### Routing congestion map, run 1

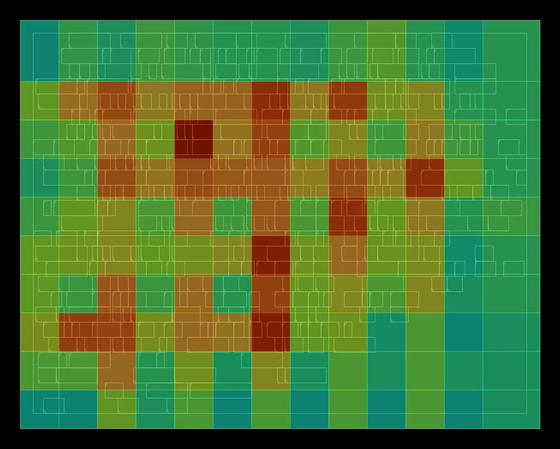
### Metal 1, run 1

The bar under the picture is 20 microns long.
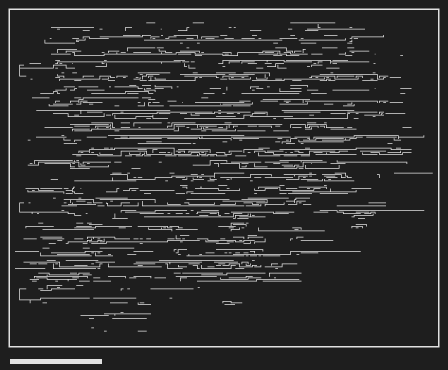
### Cell density map, run 1

The bar under the picture is 20 microns long. The die is cut into 9 by 7 equal tiles; black is low, pale yellow is high, 0 to 100% covered.
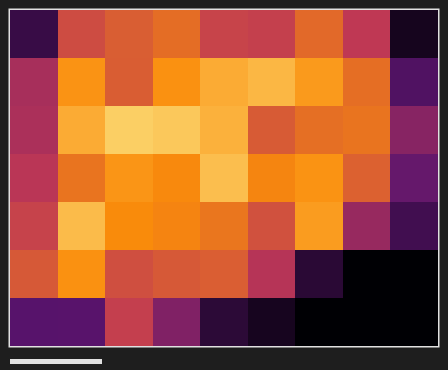
==> config.mk <==
export PLATFORM = sky130hd
export DESIGN_NAME = imem_loader
export DESIGN_NICKNAME = d
export VERILOG_FILES = /design/src/rtl/imem_loader.sv
export SDC_FILE = /design/constraint.sdc
export NUM_CORES = 1
export LEC_CHECK = 0
export CAP_MARGIN = 20
export CORE_AREA = 2 2 91 71
export CTS_CLUSTER_DIAMETER = 40
export DETAILED_ROUTE_END_ITERATION = 12
export DIE_AREA = 0 0 93 73
export PLACE_DENSITY = 0.75
export SYNTH_ARGS = -nofsm -noshare
export SYNTH_HDL_FRONTEND = slang
export SYNTH_SLANG_ARGS = --single-unit
==> constraint.sdc <==
create_clock -name CLK -period 1.9 [get_ports CLK]
set_input_delay 0.38 -clock CLK [delete_from_list [all_inputs] [get_ports CLK]]
set_output_delay 0.38 -clock CLK [all_outputs]
set_load 0.02 [all_outputs]
==> flow_summary.toml, run 1 <==
# flow metrics
[status]
outcome = "completed"

[sta]
slew_violations = 0
slew_headroom = 0.743
worst_pin_slew_ns = 0.383
final-setup-viol-count = 0
holdWs_ns = 0.402

[clock_network]
clk_pin_slew_worst_paths_ns = 0.07
cts-root-buf = "clkbuf_8"

[yosys]
top_cells_by_area = "dfxtp_1, nand2_1, xor2_1"
yosys_warnings = 0
ys_seq_frac = 0.455
synth_top_area_share = 0.455
ys.flops = 63
ys.flop_type = "dfxtp_1"
yosysCellCount = 339

[job]
stage_log_warnings = 26

[setup_path]
worst-setup-path-type = "in -> reg"
cp_cell_sequence = "clkdlybuf4s50_1 > xor2_1 > nor4_1 > a32oi_1 > o21ai_0 > o21ai_0"
crit_required_ns = 2.11
r2r_cells = 6
critPathArrivalTime_ns = 2.02
crit_cells = 6
critPathSlowestCell = "clkdlybuf4s50_1"

[global_routing]
grt_max_degree = 29
grt_pass1_vias = 2221
grt_overflow = 0

[die]
die_x_microns = 93
io-pin-count = 40
rows = 25

[power_and_ir_drop]
p_leak_nw = 1.37
seqPwrFrac = 0.478
pg_comb_uw = 335
maxPowerGroup = "registers"

[routing]
drcViolationCount = 0
vias_per_cell = 5.00

[placed_design]
dp_slack_ns = -0.218

[final_layout]
area_growth_pct = 32.2
-- 'Routing congestion map' (at the start) --
Global Route met3 Usage: 0.0744
met1 Use GR: 0.294
met2 GRT Util: 0.275
global route hottest layer: met1
gr usage total: 0.200

-- 'Metal 1' (at the start) --
The wires run mostly horizontal. The layer carries 3160 microns of wire.
DRT Wirelength: 6370 microns
Vias: 2440

-- 'Cell density map' (at the start) --
The fullest tile reaches 90%. The mean over all tiles is 53%. The emptiest ninth of the die: south-east. 7.9% of the tiles are nearly empty. 24% of the tiles are over 75% full.
Initial Utilization: 0.461
Final Core Density: 0.610
core area: 6010 sq um

run 1: repair_timing:
item / 4_1_cts / 5_1_grt
pin swaps: 0 / 2
hold endpoints to repair: 0 / 0
endpoints found under the setup margin: 2 / 2
buffers inserted: 0 / 0
gates resized: 2 / 2
run 1: cells in the mapped netlist (all sizes together), types with 2 or more instances:
cell      n
nand2    85
dfxtp    63
a21oi    39
xor2     32
nor2     26
clkbuf   17
nand3     6
nand4     6
nor3      6
o21ai     6
xnor2     6
nand2b    4
or3       4
and2      3
buf       3
nor4      3
a41oi     2
and3      2
ha        2
nand4bb   2
nor2b     2
nor3b     2
o211ai    2
o21a      2
run 1: stage by stage:
stage	cells	power, mW	util	area (sq um)	setup TNS (ns)
after floorplan	339	1.62	-	2780	0
after global placement	472	1.76	0.573	3440	-0.510
after detailed placement	472	1.77	0.573	3440	-0.814
after CTS	488	2.96	0.607	3650	0
after global routing	488	3.07	0.610	3660	0
final	488	2.94	0.610	3660	0
run 1: layout make-up:
class	count	area, sq um
fillers	538	2340
multi-input cells	255	1450
flip-flops and latches	63	1260
repair buffers	72	643
clock buffers	10	138
well taps	81	101
clock inverters	6	68.8
inverters	1	3.75
run 1: routing by layer:
| metal | part of all wire | GRT usage | vias up | wire length, microns |
|---|---|---|---|---|
| li1 | - | - | 1260 | - |
| met1 | 0.50 | 0.294 | 1106 | 3160 |
| met2 | 0.42 | 0.275 | 72 | 2700 |
| met3 | 0.078 | 0.0744 | 2 | 495 |
| met4 | 0.0025 | 0.0490 | 0 | 16 |
| met5 | 0 | 0 | - | 0 |
run 1: logic make-up (layout without fill, tap and decap cells):
logic type,after synthesis,after routing,share of synthesized area
flops,63,63,0.455
simple gates,156,156,0.258
compound gates,59,59,0.128
fa+ha+maj,2,2,0.00903
buf+inv,21,89,0.0298
xor+xnor,38,38,0.120
==> inputs of run 2 (changes only) <==
- CORE_AREA: 2 2 91 71 -> 2 2 100 78
- DIE_AREA: 0 0 93 73 -> 0 0 102 80
- PLACE_DENSITY: 0.75 -> 0.64
==> run 2 against run 1 <==
Compared with the run above: global-route usage fell by 2.7 points; core utilization fell by 9.2 points; routed wire length rose by 2.0%; clock power rose by 7%; highest routed layer unchanged; register-to-register slack got worse by 0.05 ns.
==> flow_summary.toml, run 2 <==
# flow metrics
[status]
outcome = "completed"

[placed_design]
placed_area_sq_um = 3460
gp_congestion = 0.848
dp_slack_ns = -0.238
dp.cells = 489
io_buffer_count = 39

[final_layout]
diodes = 0
final_common_cell = "nand2_1"
largest_reg_flops = 16
area_growth_pct = 33.9
final_cell_mix = "nand2_1, dfxtp_1, a21oi_1, clkdlybuf4s50_1, xor2_1"
fin_cells = 506
design_area_sq_um = 3710

[clock_network]
worstSkewPairLatency_ns = 0.33
tritoncts_num_sinks = 63
numCtsBuffers = 9
clock_path_buffers = 2
tritoncts = "done"
clk_pin_slew_worst_paths_ns = 0.07
cts-root-buf = "clkbuf_8"

[sta]
slew_violations = 0
post-route-period-util = 0.976
holdWs_ns = 0.430
finalCriticalPeriod_ns = 1.85
final-setup-viol-count = 0
worst_slack_ns = 0.0462
setup_tns_ns = 0
slew_headroom = 0.767
fin_worst_skew_ns = 0.00725
hold_viol_final = 0
clock.fmax_mhz = 539
rsz0062_at_grt = "true"
worst_pin_slew_ns = 0.347

[global_routing]
grt_pass1_vias = 2276
grt_usage = 0.172
grt_max_degree = 46
antenna_found_initial = 0
grt_overflow = 0
grt_pass1_wl_microns = 10800

[yosys]
async_reset_ff_frac = 0
fp_nets = 352
synth_top_area_share = 0.455
synth.most_common_cell = "nand2_1"
yosysCellCount = 339
yosysTopAreaCell = "dfxtp_1"
synth_cell_type_count = 43
yosys_warnings = 0
ys.flops = 63
synth_area_sq_um = 2770
edf_count = 0
ys_chip_area_sq_um = 2770
ys.flop_type = "dfxtp_1"
synth.cells.most_frequent = "nand2_1, dfxtp_1, a21oi_1"
synthCells = 339
syn_area_per_cell_sq_um = 8.18
ys_seq_frac = 0.455
top_cells_by_area = "dfxtp_1, nand2_1, xor2_1"

[die]
die_x_microns = 102
fp-utilization = 0.387
design.die.area_sq_um = 8160
rows = 27
io-pin-count = 40
fp.coreArea_sq_um = 7160
fp.dieH_microns = 80

[routing]
antenna_left = 0
route.detailed.wl_per_inst_microns = 12.8
first_pass_iters = 4
drcViolationCount = 0
drt_iter0_drc = 105
vias_per_cell = 4.90

[power_and_ir_drop]
p_per_area_nw_per_um2 = 814
p_leak_nw = 1.38
peakVddDrop_v = 0.000353

[job]
maxCapViolCount = 0
stage_log_warnings = 27

[setup_path]
crit_required_ns = 2.13
crit_path_end_kind = "flop"
r2r_cells = 6
r2r_slack_ns = 0.05
cp-start-kind = "flop"
path_max_fanout = 5
critPathArrivalTime_ns = 2.08
worst-setup-path-type = "reg -> reg"

[min_path]
hold_class = "in -> reg"
holdPathStages = 2
## run 2: worst max-delay path, stage by stage, from the launching register on
cell and delay (ns):
dfxtp_2 0.35, ha_4 0.16, nand3_2 0.08, or3_4 0.38
a2111oi_4 0.42, a41oi_2 0.15, o21a_1 0.20
## run 2: repair_timing
item | in CTS | in global routing
pin swaps | 1 | 5
setup buffers | 0 | 1
setup endpoints to repair | 3 | 2
resized | 3 | 3
hold buffers | 0 | 0
## run 2: cell families after synthesis
group,synth area share
simple gates,0.258
buf+inv,0.0298
flops,0.455
compound gates,0.128
xor+xnor,0.120
fa+ha+maj,0.00903
## run 2: cell type report
class	instances	area [sq um]
clock buffer	9	124
fill	718	3450
timing repair buffer	70	641
inverter	1	3.75
clock inverter	7	96.3
multi-input combinational	255	1460
sequential	63	1260
tap	101	126
## run 2: report_power, final
| group | total, mW | switching [mW] | leakage (nW) | internal [mW] |
|---|---|---|---|---|
| Combinational | 0.334 | 0.187 | 0.757 | 0.146 |
| Clock | 1.28 | 0.536 | 0.114 | 0.742 |
| Sequential | 1.41 | 0.0364 | 0.511 | 1.37 |
| Total | 3.02 | 0.759 | 1.38 | 2.26 |
## run 2: layer usage
| layer | track usage | wire length [microns] | vias to the layer above |
|---|---|---|---|
| met5 | 0 | 0 | - |
| met2 | 0.257 | 2750 | 54 |
| met4 | 0.0520 | 66 | 0 |
| li1 | - | - | 1259 |
| met1 | 0.243 | 3380 | 1159 |
| met3 | 0.0455 | 306 | 9 |
## run 2: metrics by stage
stage | total power, mW | util
floorplan | 1.62 | -
global placement | 1.76 | 0.483
detailed placement | 1.77 | 0.483
CTS | 3.05 | 0.514
global route | 3.15 | 0.518
finish | 3.02 | 0.518
### Signal metal coverage by tile, run 2

The bar under the picture is 20 microns long. The die is cut into 20 by 16 equal tiles; black is low, pale yellow is high, scaled to the fullest tile. Values are wire area over tile area, all layers added.
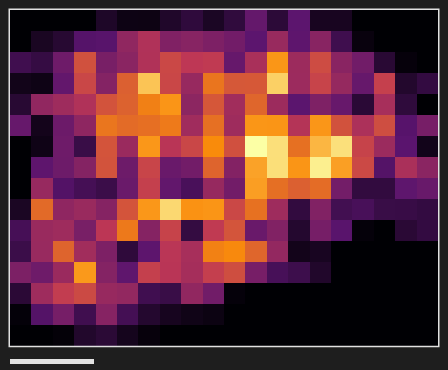
24% of the tiles are over half the peak. 21% of the tiles are nearly empty. The emptiest ninth of the die: south-east.
DRT Wirelength: 6500 microns
Vias: 2481

### Signal wires on met2, run 2

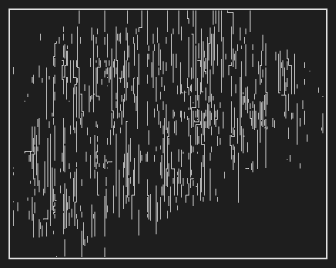
The layer carries 2750 microns of wire. The longest straight run is 29.6 microns. The layer holds 42% of the routed length.
met2 GRT Util: 0.257

Power is estimated from default activity; no workload was simulated.
